Fig. 1: met1 routing
(4 px per µm) Cells faint in the background.
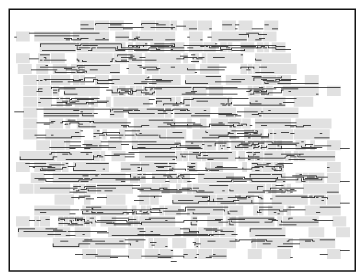
Fig. 2: the metal 2 layer
(6 px per µm)
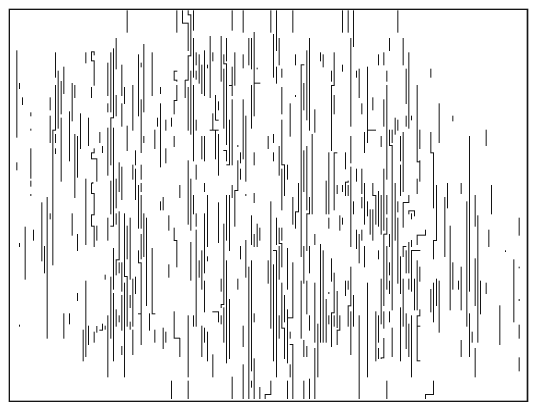
Fig. 3: the metal 3 layer
(3 px per µm) Cells faint in the background.
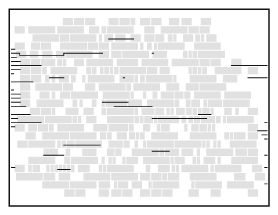
File: src/rtl/cla_pkg.sv
// Shared constants and state encoding for the nibble-serial cla adder.
package cla_pkg;

  localparam int unsigned SLICE_W = 4;

  typedef logic [1:0] state_t;

  localparam state_t IDLE = 2'd0;
  localparam state_t RUN  = 2'd1;
  localparam state_t DONE = 2'd2;

endpackage

File: src/rtl/cla_seq_adder_if.sv
// Requester/consumer handshake bundle for cla_seq_adder.
interface cla_seq_adder_if #(
  parameter int unsigned WIDTH = 16
);

  logic             in_valid;
  logic             in_ready;
  logic [WIDTH-1:0] a;
  logic [WIDTH-1:0] b;
  logic             cin;
  logic             out_valid;
  logic             out_ready;
  logic [WIDTH-1:0] s;
  logic             cout;
  logic             busy;

  modport master (
    output in_valid, a, b, cin, out_ready,
    input  in_ready, out_valid, s, cout, busy
  );

  modport slave (
    input  in_valid, a, b, cin, out_ready,
    output in_ready, out_valid, s, cout, busy
  );

endinterface

File: src/rtl/cla.sv
// 4-bit carry-lookahead slice; the nibble datapath shared across all steps.
module cla
  import cla_pkg::*;
(
  input  logic [SLICE_W-1:0] a,
  input  logic [SLICE_W-1:0] b,
  input  logic               cin,
  output logic [SLICE_W-1:0] s,
  output logic               cout
);

  logic [SLICE_W-1:0] g;
  logic [SLICE_W-1:0] p;
  logic               c1, c2, c3;

  assign g = a & b;
  assign p = a ^ b;

  // Fully expanded lookahead terms, no ripple between bits.
  assign c1   = g[0] | (p[0] & cin);
  assign c2   = g[1] | (p[1] & g[0]) | (p[1] & p[0] & cin);
  assign c3   = g[2] | (p[2] & g[1]) | (p[2] & p[1] & g[0]) | (p[2] & p[1] & p[0] & cin);
  assign cout = g[3] | (p[3] & g[2]) | (p[3] & p[2] & g[1]) | (p[3] & p[2] & p[1] & g[0])
              | (p[3] & p[2] & p[1] & p[0] & cin);

  assign s = p ^ {c3, c2, c1, cin};

endmodule

File: src/rtl/cla_seq_adder.sv
// Multi-cycle WIDTH-bit adder: one nibble per cycle through a single cla slice,
// LSB nibble first, carry held in a register between steps.
module cla_seq_adder
  import cla_pkg::*;
#(
  parameter int unsigned WIDTH = 16
) (
  input logic            clk,
  input logic            rst,
  cla_seq_adder_if.slave bus
);

  localparam int unsigned NSLICE = WIDTH / SLICE_W;
  localparam int unsigned STEP_W = (NSLICE > 1) ? $clog2(NSLICE) : 1;
  localparam logic [STEP_W-1:0] LAST_STEP = STEP_W'(NSLICE - 1);

  if ((WIDTH < SLICE_W) || ((WIDTH % SLICE_W) != 0)) begin : g_bad_width
    $error("cla_seq_adder: WIDTH must be a multiple of 4 and >= 4");
  end

  state_t             state_q, state_d;
  logic [STEP_W-1:0]  step_q, step_d;
  logic               carry_q, carry_d;
  logic [WIDTH-1:0]   opa_q, opa_d;
  logic [WIDTH-1:0]   opb_q, opb_d;
  logic [WIDTH-1:0]   sum_q, sum_d;
  logic [WIDTH-1:0]   s_q, s_d;
  logic               cout_q, cout_d;

  logic [SLICE_W-1:0] slice_s;
  logic               slice_cout;

  cla u_cla (
    .a    (opa_q[SLICE_W-1:0]),
    .b    (opb_q[SLICE_W-1:0]),
    .cin  (carry_q),
    .s    (slice_s),
    .cout (slice_cout)
  );

  always_comb begin
    state_d = state_q;
    step_d  = step_q;
    carry_d = carry_q;
    opa_d   = opa_q;
    opb_d   = opb_q;
    sum_d   = sum_q;
    s_d     = s_q;
    cout_d  = cout_q;
    case (state_q)
      IDLE: begin
        if (bus.in_valid) begin
          opa_d   = bus.a;
          opb_d   = bus.b;
          carry_d = bus.cin;
          step_d  = '0;
          state_d = RUN;
        end
      end
      RUN: begin
        carry_d = slice_cout;
        opa_d   = opa_q >> SLICE_W;
        opb_d   = opob_shift(opb_q);
        sum_d   = (sum_q >> SLICE_W) | (WIDTH'(slice_s) << (WIDTH - SLICE_W));
        if (step_q == LAST_STEP) begin
          // Result becomes visible only here; s never shows partial sums.
          s_d     = sum_d;
          cout_d  = slice_cout;
          state_d = DONE;
        end else begin
          step_d = step_q + 1'b1;
        end
      end
      DONE: begin
        if (bus.out_ready) begin
          state_d = IDLE;
        end
      end
      default: state_d = IDLE;
    endcase
  end

  function automatic logic [WIDTH-1:0] opob_shift(input logic [WIDTH-1:0] v);
    return v >> SLICE_W;
  endfunction

  always_ff @(posedge clk or posedge rst) begin
    if (rst) begin
      state_q <= IDLE;
      step_q  <= '0;
      carry_q <= 1'b0;
      opa_q   <= '0;
      opb_q   <= '0;
      sum_q   <= '0;
      s_q     <= '0;
      cout_q  <= 1'b0;
    end else begin
      state_q <= state_d;
      step_q  <= step_d;
      carry_q <= carry_d;
      opa_q   <= opa_d;
      opb_q   <= opb_d;
      sum_q   <= sum_d;
      s_q     <= s_d;
      cout_q  <= cout_d;
    end
  end

  assign bus.in_ready  = (state_q == IDLE);
  assign bus.out_valid = (state_q == DONE);
  assign bus.busy      = (state_q != IDLE);
  assign bus.s         = s_q;
  assign bus.cout      = cout_q;

endmodule

File: src/flat_wrapper.sv
// flat-port wrapper written by rule: the top's interface ports become plain ports
module cla_seq_adder_flat import cla_pkg::*;
#(
  parameter int unsigned WIDTH = 16
)
  (clk, rst, bus_in_valid, bus_a, bus_b, bus_cin, bus_out_ready, bus_in_ready, bus_out_valid, bus_s, bus_cout, bus_busy);
  cla_seq_adder_if #(.WIDTH(WIDTH)) bus_i ();
  input logic clk;
  input logic rst;
  input wire logic [$bits(bus_i.in_valid)-1:0] bus_in_valid;
  input wire logic [$bits(bus_i.a)-1:0] bus_a;
  input wire logic [$bits(bus_i.b)-1:0] bus_b;
  input wire logic [$bits(bus_i.cin)-1:0] bus_cin;
  input wire logic [$bits(bus_i.out_ready)-1:0] bus_out_ready;
  output wire logic [$bits(bus_i.in_ready)-1:0] bus_in_ready;
  output wire logic [$bits(bus_i.out_valid)-1:0] bus_out_valid;
  output wire logic [$bits(bus_i.s)-1:0] bus_s;
  output wire logic [$bits(bus_i.cout)-1:0] bus_cout;
  output wire logic [$bits(bus_i.busy)-1:0] bus_busy;
  assign bus_i.in_valid = bus_in_valid;
  assign bus_i.a = bus_a;
  assign bus_i.b = bus_b;
  assign bus_i.cin = bus_cin;
  assign bus_i.out_ready = bus_out_ready;
  assign bus_in_ready = bus_i.in_ready;
  assign bus_out_valid = bus_i.out_valid;
  assign bus_s = bus_i.s;
  assign bus_cout = bus_i.cout;
  assign bus_busy = bus_i.busy;
  cla_seq_adder #(.WIDTH(WIDTH)) u_core (.clk(clk), .rst(rst), .bus(bus_i));
endmodule
File: config.mk
export PLATFORM = sky130hd
export DESIGN_NAME = cla_seq_adder_flat
export DESIGN_NICKNAME = d
export VERILOG_FILES = /design/src/rtl/cla_pkg.sv /design/src/rtl/cla_seq_adder_if.sv /design/src/rtl/cla.sv /design/src/rtl/cla_seq_adder.sv /design/src/flat_wrapper.sv
export SDC_FILE = /design/constraint.sdc
export NUM_CORES = 1
export LEC_CHECK = 0
export CORE_ASPECT_RATIO = 0.75
export CORE_UTILIZATION = 55
export DETAILED_ROUTE_END_ITERATION = 12
export PLACE_DENSITY = 0.84
export SLEW_MARGIN = 20
export SYNTH_ARGS = -nofsm -noshare
export SYNTH_HDL_FRONTEND = slang
export SYNTH_SLANG_ARGS = --single-unit
export TNS_END_PERCENT = 5
File: constraint.sdc
create_clock -name clk -period 5.8 [get_ports clk]
set_input_delay 1.16 -clock clk [delete_from_list [all_inputs] [get_ports clk]]
set_output_delay 1.16 -clock clk [all_outputs]
set_load 0.05 [all_outputs]
==> summary.rpt <==
PHYSICAL IMPLEMENTATION REPORT
----------------------------------------------------
[Status]
  Run status ........................ completed

[Power and ir drop]
  VDD IR max ........................ approximately 0.00031 V
  Clock Power Share ........................ 0.146
  Top power group ........................ combinational cells

[GRT]
  Maximum number of pins on one net before global-route repair ........................ 67

[CTS]
  Reg clk slew, reported paths ........................ 0.06 ns
  Number of buffers added by the clock tree synthesis step ........................ 9
  Number of buffers between clock root and the deepest sink ........................ 2

[Final layout]
  FILL cells ........................ 350

[Synthesis]
  Main flop type ........................ dfrtp_1
  Chip area estimate from yosys synthesis ........................ 2920 µm²
  Synth warnings ........................ 0
  Main logic family after synthesis ........................ multiplexers
  Largest cells by area ........................ dfrtp_1 (57%), mux2i_1 (8.2%), nand2_1 (7.3%)

[STA]
  Setup tns final ........................ 0 ns
  Final Hold Fails ........................ 0
  Final setup viols ........................ 0

[Setup path]
  R2R setup slack ........................ 3.99 ns
  Data required time at the worst endpoint ........................ around 4.6 ns

[Placement]
  Global placer's final weighted congestion ........................ 0.792

[Flow run]
  Total number of warnings across the stage logs ........................ 26

----------------------------------------------------
## Picture notes: Fig. 1
The layer carries 2610 µm of wire. The layer holds 47% of the routed length. 315 nets have wire on it.
total number of vias: 2054
met1 track utilization from global routing: 0.293
total wirelength of the detailed-routed design: 5490 µm

## Picture notes: Fig. 2
The wires run mostly vertical. The longest straight run is 32.0 µm. The layer carries 2600 µm of wire. 304 nets have wire on it.
met2 Resource Use GR: 0.371

## Picture notes: Fig. 3
The wires run mostly horizontal. 31 nets have wire on it. The layer carries 206 µm of wire. The longest straight run is 18.2 µm. The layer holds 3.8% of the routed length.

through the flow:
stage,util,instances
after detailed placement,0.698,376
after floorplan,-,261
final,0.736,392
after CTS,0.732,391
after global placement,0.698,376
after global routing,0.736,392
routing by layer:
layer	wire length, µm	track usage	vias up
met5	0	0	-
met4	84	0.0563	0
met3	206	0.0766	11
met2	2600	0.371	43
met1	2610	0.293	994
li1	-	-	1006
area by class of cell:
cell class / count / share of cell area
sequential: 66 / 0.448
multi-input combinational: 170 / 0.309
timing repair buffer: 59 / 0.162
clock buffer: 12 / 0.0421
tap: 72 / 0.0244
inverter: 10 / 0.0102
clock inverter: 3 / 0.00407
worst max-delay path, delay by kind of cell (launching register included):
kind                   cells  cell delay, ns
buffers and inverters      2            0.88
DFF                        1            0.50
and+or+nand+nor            1            0.35
Power and IR drop assume default switching activity.
